### src/rtl/distance_array.sv
// Round-robin multi-channel ultrasonic ranging front end with per-channel running
// average and 4-bit proximity intensity.
module distance_array #(
    parameter int unsigned N_CH        = 2,
    parameter int unsigned CNT_W       = 12,
    parameter int unsigned AVG_LOG2    = 3,
    parameter int unsigned PRESCALE    = 2320,
    parameter int unsigned TRIG_CYC    = 400,
    parameter int unsigned PERIOD_CYC  = 2400000,
    parameter int unsigned TIMEOUT_CYC = 1600000,
    parameter int unsigned INT_SHIFT   = 4,
    localparam int unsigned CH_W       = (N_CH > 1) ? $clog2(N_CH) : 1
) (
    input  logic                   clk_i,
    input  logic                   rst_ni,
    input  logic [N_CH-1:0]        echo_i,
    output logic [N_CH-1:0]        trig_o,
    output logic [N_CH*CNT_W-1:0]  avg_dist_o,
    output logic [N_CH*4-1:0]      intensity_o,
    output logic [N_CH-1:0]        valid_o,
    output logic [N_CH-1:0]        timeout_o,
    output logic                   sample_stb_o,
    output logic [CH_W-1:0]        sample_ch_o
);

    localparam int unsigned DEPTH  = 1 << AVG_LOG2;
    localparam int unsigned WP_W   = (AVG_LOG2 > 0) ? AVG_LOG2 : 1;
    localparam int unsigned FILL_W = AVG_LOG2 + 1;
    localparam int unsigned SUM_W  = CNT_W + AVG_LOG2;
    localparam int unsigned PC_W   = $clog2(PERIOD_CYC);
    localparam int unsigned PS_W   = (PRESCALE > 1) ? $clog2(PRESCALE) : 1;

    typedef enum logic [2:0] {StTrig, StWaitRise, StMeasure, StUpdate, StGap} state_e;

    state_e                state_q, state_d;
    logic [CH_W-1:0]       ch_q, ch_d;
    logic [PC_W-1:0]       pc_q, pc_d;
    logic [PS_W-1:0]       presc_q, presc_d;
    logic [CNT_W-1:0]      tick_q, tick_d;
    logic [CNT_W-1:0]      sample_q, sample_d;
    logic                  to_pend_q, to_pend_d;
    logic [N_CH-1:0]       trig_q, trig_d;
    logic [N_CH-1:0]       echo_s1_q, echo_s2_q, echo_s3_q;
    logic                  echo_rise, echo_fall;

    logic [SUM_W-1:0]      sum_q  [N_CH];
    logic [CNT_W-1:0]      buf_q  [N_CH][DEPTH];
    logic [WP_W-1:0]       wp_q   [N_CH];
    logic [FILL_W-1:0]     fill_q [N_CH];
    logic [N_CH-1:0]       timeout_q;
    logic                  stb_q;
    logic [CH_W-1:0]       stb_ch_q;
    logic [SUM_W-1:0]      upd_sum;
    logic [CNT_W-1:0]      old_smp;

    // s3 keeps tracking while idle so a level already high at WAIT_RISE is not an edge
    always_ff @(posedge clk_i or negedge rst_ni) begin
        if (!rst_ni) begin
            echo_s1_q <= '0;
            echo_s2_q <= '0;
            echo_s3_q <= '0;
        end else begin
            echo_s1_q <= echo_i;
            echo_s2_q <= echo_s1_q;
            echo_s3_q <= echo_s2_q;
        end
    end

    assign echo_rise = echo_s2_q[ch_q] & ~echo_s3_q[ch_q];
    assign echo_fall = ~echo_s2_q[ch_q] & echo_s3_q[ch_q];

    always_comb begin
        state_d   = state_q;
        ch_d      = ch_q;
        pc_d      = pc_q + 1'b1;
        presc_d   = presc_q;
        tick_d    = tick_q;
        sample_d  = sample_q;
        to_pend_d = to_pend_q;
        trig_d    = '0;
        unique case (state_q)
            StTrig: begin
                trig_d[ch_q] = 1'b1;
                if (pc_q == PC_W'(TRIG_CYC - 1)) state_d = StWaitRise;
            end
            StWaitRise: begin
                if (echo_rise) begin
                    presc_d = '0;
                    tick_d  = '0;
                    state_d = StMeasure;
                end else if (pc_q == PC_W'(TIMEOUT_CYC)) begin
                    sample_d  = '1;
                    to_pend_d = 1'b1;
                    state_d   = StUpdate;
                end
            end
            StMeasure: begin
                if (presc_q == PS_W'(PRESCALE - 1)) begin
                    presc_d = '0;
                    if (tick_q != '1) tick_d = tick_q + 1'b1;
                end else begin
                    presc_d = presc_q + 1'b1;
                end
                // Fall cycle itself is counted, so ticks = floor(high_cycles / PRESCALE)
                if (echo_fall) begin
                    sample_d  = tick_d;
                    to_pend_d = 1'b0;
                    state_d   = StUpdate;
                end else if (pc_q == PC_W'(TIMEOUT_CYC)) begin
                    sample_d  = '1;
                    to_pend_d = 1'b1;
                    state_d   = StUpdate;
                end
            end
            StUpdate: state_d = StGap;
            StGap: begin
                if (pc_q == PC_W'(PERIOD_CYC - 1)) begin
                    pc_d    = '0;
                    state_d = StTrig;
                    ch_d    = (ch_q == CH_W'(N_CH - 1)) ? '0 : ch_q + 1'b1;
                end
            end
            default: state_d = StTrig;
        endcase
    end

    always_ff @(posedge clk_i or negedge rst_ni) begin
        if (!rst_ni) begin
            state_q   <= StTrig;
            ch_q      <= '0;
            pc_q      <= '0;
            presc_q   <= '0;
            tick_q    <= '0;
            sample_q  <= '0;
            to_pend_q <= 1'b0;
            trig_q    <= '0;
        end else begin
            state_q   <= state_d;
            ch_q      <= ch_d;
            pc_q      <= pc_d;
            presc_q   <= presc_d;
            tick_q    <= tick_d;
            sample_q  <= sample_d;
            to_pend_q <= to_pend_d;
            trig_q    <= trig_d;
        end
    end

    assign old_smp = buf_q[ch_q][wp_q[ch_q]];
    assign upd_sum = sum_q[ch_q] + SUM_W'(sample_q) - SUM_W'(old_smp);

    always_ff @(posedge clk_i or negedge rst_ni) begin
        if (!rst_ni) begin
            for (int k = 0; k < N_CH; k++) begin
                sum_q[k]  <= '0;
                wp_q[k]   <= '0;
                fill_q[k] <= '0;
                for (int d = 0; d < DEPTH; d++) buf_q[k][d] <= '0;
            end
            timeout_q <= '0;
            stb_q     <= 1'b0;
            stb_ch_q  <= '0;
        end else begin
            stb_q <= (state_q == StUpdate);
            if (state_q == StUpdate) begin
                sum_q[ch_q]              <= upd_sum;
                buf_q[ch_q][wp_q[ch_q]]  <= sample_q;
                wp_q[ch_q]               <= (wp_q[ch_q] == WP_W'(DEPTH - 1)) ? '0
                                                                            : wp_q[ch_q] + 1'b1;
                if (fill_q[ch_q] != FILL_W'(DEPTH)) fill_q[ch_q] <= fill_q[ch_q] + 1'b1;
                timeout_q[ch_q]          <= to_pend_q;
                stb_ch_q                 <= ch_q;
            end
        end
    end

    for (genvar k = 0; k < N_CH; k++) begin : g_out
        logic [CNT_W-1:0] avg;
        logic [CNT_W-1:0] level;
        assign avg        = CNT_W'(sum_q[k] >> AVG_LOG2);
        assign level      = avg >> INT_SHIFT;
        assign valid_o[k] = (fill_q[k] == FILL_W'(DEPTH));
        assign avg_dist_o[k*CNT_W +: CNT_W] = avg;
        assign intensity_o[4*k +: 4] = (!valid_o[k] || level > CNT_W'(15)) ? 4'd0
                                                                          : 4'(CNT_W'(15) - level);
    end

    assign trig_o       = trig_q;
    assign timeout_o    = timeout_q;
    assign sample_stb_o = stb_q;
    assign sample_ch_o  = stb_ch_q;

endmodule

### config.mk
export PLATFORM = sky130hd
export DESIGN_NAME = distance_array
export DESIGN_NICKNAME = d
export VERILOG_FILES = /design/src/rtl/distance_array.sv
export SDC_FILE = /design/constraint.sdc
export NUM_CORES = 1
export LEC_CHECK = 0
export ABC_AREA = 1
export ABC_CLOCK_PERIOD_IN_PS = 5200
export CAP_MARGIN = 20
export CORE_ASPECT_RATIO = 2
export CORE_MARGIN = 2
export CORE_UTILIZATION = 35
export CTS_BUF_LIST = sky130_fd_sc_hd__clkbuf_2
export CTS_CLUSTER_DIAMETER = 30
export DETAILED_ROUTE_END_ITERATION = 16
export PLACE_DENSITY = 0.57
export SLEW_MARGIN = 20
export SYNTH_ARGS = -nofsm -noshare
export SYNTH_HDL_FRONTEND = slang
export SYNTH_SLANG_ARGS = --single-unit
### constraint.sdc
create_clock -name clk_i -period 5.2 [get_ports clk_i]
set_input_delay 1.3 -clock clk_i [delete_from_list [all_inputs] [get_ports clk_i]]
set_output_delay 1.3 -clock clk_i [all_outputs]
set_load 0.02 [all_outputs]
==> run_1/zoom.png <==
Region (104, 64) to (129, 89) um. Cells in grey, sequential cells in the stronger grey; small squares are vias.
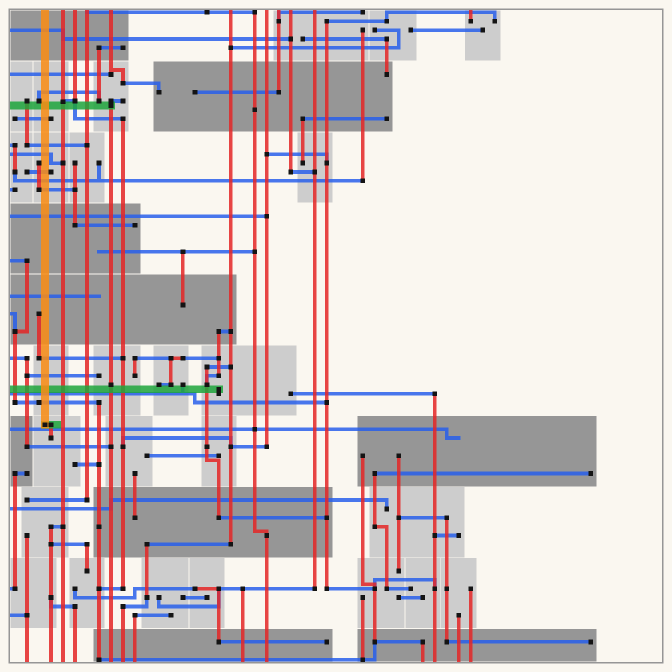
Red shows met2. Green shows met3. Blue shows met1. Orange shows met4.
Netlist names of flops here include buf_q (5). 28 logic cells have their middle in the window. Sequential cells in the window: 5. Most frequent: nand2_1 (12), o21ai_0 (5), dfrtp_1 (5).

==> run_1/met4.png <==
Cells faint in the background.
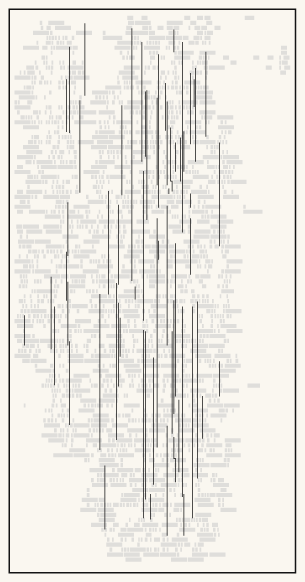
The layer holds 6.5% of the routed length. The layer carries 3080 um of wire. 49 nets have wire on it. The longest straight run is 138 um.

==> run_1/pdn.png <==
Bar = 50 um. Pins as bars on the die edge. Tap cells in grey.
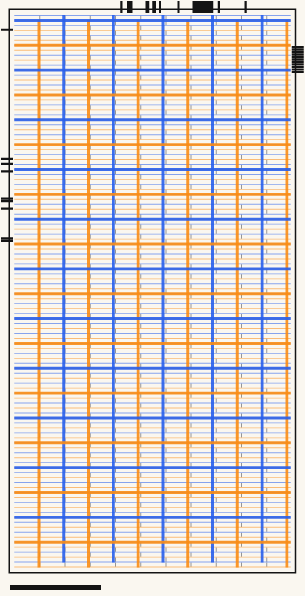
Blue shows VDD. Orange shows VSS.
565 tap cells. 44 signal pins sit on the boundary. 11 straps on met4. The core has 111 rows. 22 straps on met5.

==> results.txt, run 1 <==
flow finished, numbers: Placed Area=about 17000 sq um, Most common reg cell=dfrtp_1, WP data arrival=5.37 ns, DRT Pass-1 Iters=5, FMAX=221 MHz, R2R depth=16, CP Capture Type=flip-flop, cell type with the largest total area=dfrtp_1, Post-CTS Setup Repair Bufs=0, IO Port Bufs=43, Root Driver=clkbuf_2, metal3 WL=between 1.5 and 2 mm, final wirelength=47.6 mm, outcome=finished clean, Combinational Power Share=0.013, syn_nets=slightly above 2000, PD cells=246 nW/um^2, Overall Power=0.00434 W, Crit path max-delay family=simple AND/OR/NAND/NOR gates, initial antenna violation count=1, crit path max-delay cell type=dfrtp_4
## run 1: cell families (layout without fill, tap and decap cells)
family	Yosys count	count (layout)	synth area share
mux	56	56	0.0347
compound gates	312	312	0.100
xor+xnor	29	29	0.0157
other cells	0	1	0
flops	311	311	0.482
fa+ha+maj	35	35	0.0327
buf+inv	286	382	0.0780
simple gates	1009	1009	0.256
## run 1: registers in the layout, summed over array words and instances, names as in the netlist, 3 cells and up
signal / count
sum_q: 6
wp_q: 6
pc_q: 22
fill_q: 8
avg_dist_o: 24
presc_q: 12
sample_q: 12
state_q: 3
tick_q: 12
buf_q: 192
## run 1: layout by cell type (no fill, tap or decap), types with 4 or more instances in the layout
| cell | count |
|---|---|
| a21oi_1 | 38 |
| buf_4 | 14 |
| bufinv_16 | 5 |
| clkbuf_2 | 108 |
| clkdlybuf4s50_1 | 42 |
| clkinv_1 | 16 |
| dfrtp_1 | 310 |
| fa_1 | 12 |
| ha_1 | 23 |
| inv_1 | 173 |
| inv_2 | 14 |
| mux2i_1 | 56 |
| nand2_1 | 660 |
| nand2_2 | 18 |
| nand3_1 | 82 |
| nand3b_1 | 4 |
| nand4_1 | 26 |
| nor2_1 | 169 |
| nor2_2 | 6 |
| nor3_1 | 26 |
| nor4_1 | 5 |
| o21ai_0 | 237 |
| o21ai_1 | 16 |
| o22ai_1 | 9 |
| or2_2 | 4 |
| xnor2_1 | 7 |
| xor2_1 | 22 |
## run 1: cell type report
type,count,area [sq um]
fill,4691,28000
clock inverter,28,253
inverter,186,698
sequential,311,7790
clock buffer,108,541
timing repair buffer,60,601
antenna,1,2.50
multi-input combinational,1441,7090
tap,565,707
==> run_1/metal_stack.png <==
Only two layers are drawn.
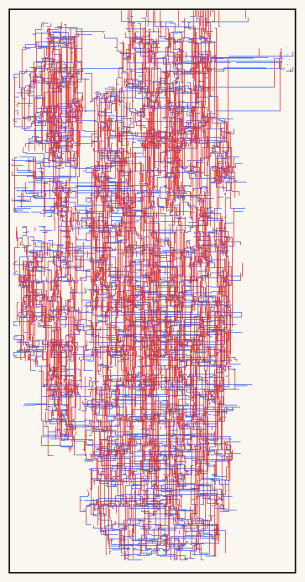

==> inputs of run 2 (changes only) <==
Settings changed: ABC_CLOCK_PERIOD_IN_PS 5200 to 5700, SLEW_MARGIN 20 to not set.
Clock period 5.2 ns to 5.7 ns, I/O delays scaled along.
==> run_2/metal_stack.png <==
Only two layers are drawn.
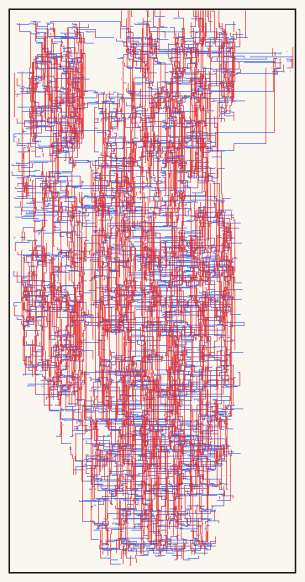
Red shows met2, wire length 25.5 mm. Blue shows met1, wire length 17400 um.

==> run_2/met4.png <==
Cells faint in the background.
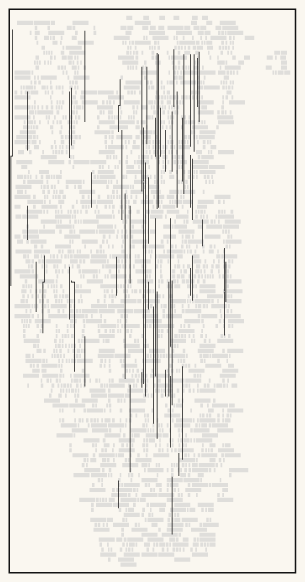
The wires run mostly vertical. 49 nets have wire on it.

==> run 2 against run 1 <==
Clock skew increased by 0.041 ns. Highest routed layer unchanged. Routed wire length decreased by 0.66%. Clock-buffer cell count shrank 8. Global-route usage decreased by 0.16 points. Sequential power down 8.7%. First-iteration DRC count down 5.3%.
==> results.txt, run 2 <==
flow finished, numbers: R2R depth=16 (unchanged), Final Critical Period=4.65 ns, most frequent cell after synthesis=nand2_1, PnR worst setup slack=1.05 ns, IO Port Bufs=43 (unchanged), Largest Register=buf_q, Clk pin slew, worst setup/hold paths=0.12 ns, Yosys top cell area share=0.482, worst hold path type=reg2reg, CTS tree=yes, Final Cell Area=17500 sq um, Slew @ Worst Pin=0.992 ns, Chip Area=47900 sq um, dpl cells=about 2600, Setup WS pre-CTS=1.21 ns, Top Layout Cells=nand2_1 (660), dfrtp_1 (310), o21ai_0 (237), inv_1 (173), nor2_1 (169), final wirelength=47.3 mm (-0.66%), initial antenna violation count=2 (+1), synth warn=0, most common library cells after synthesis=nand2_1 (660), dfrtp_1 (311), o21ai_0 (237), WP data arrival=5.55 ns (+0.18 ns), cell type with the largest total area=dfrtp_1, Top cell excl fill/tap=nand2_1, Fillers=4743 (+1.1%), Most common reg cell=dfrtp_1, max FFs per register=192 (unchanged), Lkg Pwr=8.26 nW, CP Capture Type=flip-flop, DRT Pass-1 Iters=6 (+1), worst hold slack=0.350 ns, Crit Reg-Reg Startpoint=ch_q$_DFFE_PN0P_, hold buffers post-CTS=0, FMAX=215 MHz (-2.7%), H-tree depth=3, outcome=finished clean, Vias/cell=5.05, Final GP Congestion=0.927, Overall Power=0.00376 W (-13%), Post-CTS Setup Repair Bufs=0 (unchanged), syn_nets=2077 (unchanged), PD cells=215 nW/um^2 (-12%), post_cts resized=0, Placed Area=16800 sq um (-0.30%), post-synth cell types=38, Root Driver=clkbuf_2
## run 2: cell counts after synthesis
Identical to the previous run, type by type.
## run 2: metal layers
| layer | routed length (um) | track usage | up-vias |
|---|---|---|---|
| met3 | 1690 | 0.0326 | 137 |
| met2 | 25500 | 0.382 | 340 |
| met4 | 2650 | 0.118 | 0 |
| met5 | 0 | 0 | - |
| met1 | 17400 | 0.209 | 6458 |
| li1 | - | - | 6586 |
## run 2: worst max-delay path, stage by stage, from the launching register on
cell and delay, ns:
dfrtp_4 0.69, o21ai_2 0.69, inv_2 0.19, nand2_2 0.28, nor2_1 0.07, nor2_1 0.19
nand4_1 0.35, fa_1 0.62, inv_1 0.05, ha_1 0.35, nand2_1 0.08, o21ai_0 0.42
nand3_1 0.19, nand3_1 0.12, nand2_1 0.07, nand3_1 0.07, nand2_1 0.05
## run 2: layout make-up
type	instances	area, sq um	area share
diodes	5	12.5	0.000716
clock buffers	100	500	0.0286
clock inverters	16	133	0.00759
inverters	186	698	0.0399
multi-input cells	1441	7090	0.406
flip-flops and latches	311	7790	0.445
well taps	565	707	0.0404
repair buffers	55	551	0.0315
## run 2: logic make-up after synthesis
kind of cell               synth area share
muxes                                0.0347
xor gates and xnor gates             0.0157
adders and majority gates            0.0327
DFF                                   0.482
buffers and inverters                0.0780
AOI/OAI and AO/OA                     0.100
and+or+nand+nor                       0.256
## run 2: power breakdown
part	switching [W]	internal (W)	total, W	leakage [nW]
sequential	0.000000636	0.00221	0.00221	4.31
clock	0.000937	0.000563	0.00150	0.478
combinational	0.0000446	0.00000509	0.0000497	3.47
total	0.000982	0.00277	0.00376	8.26
Power and IR drop assume default switching activity.
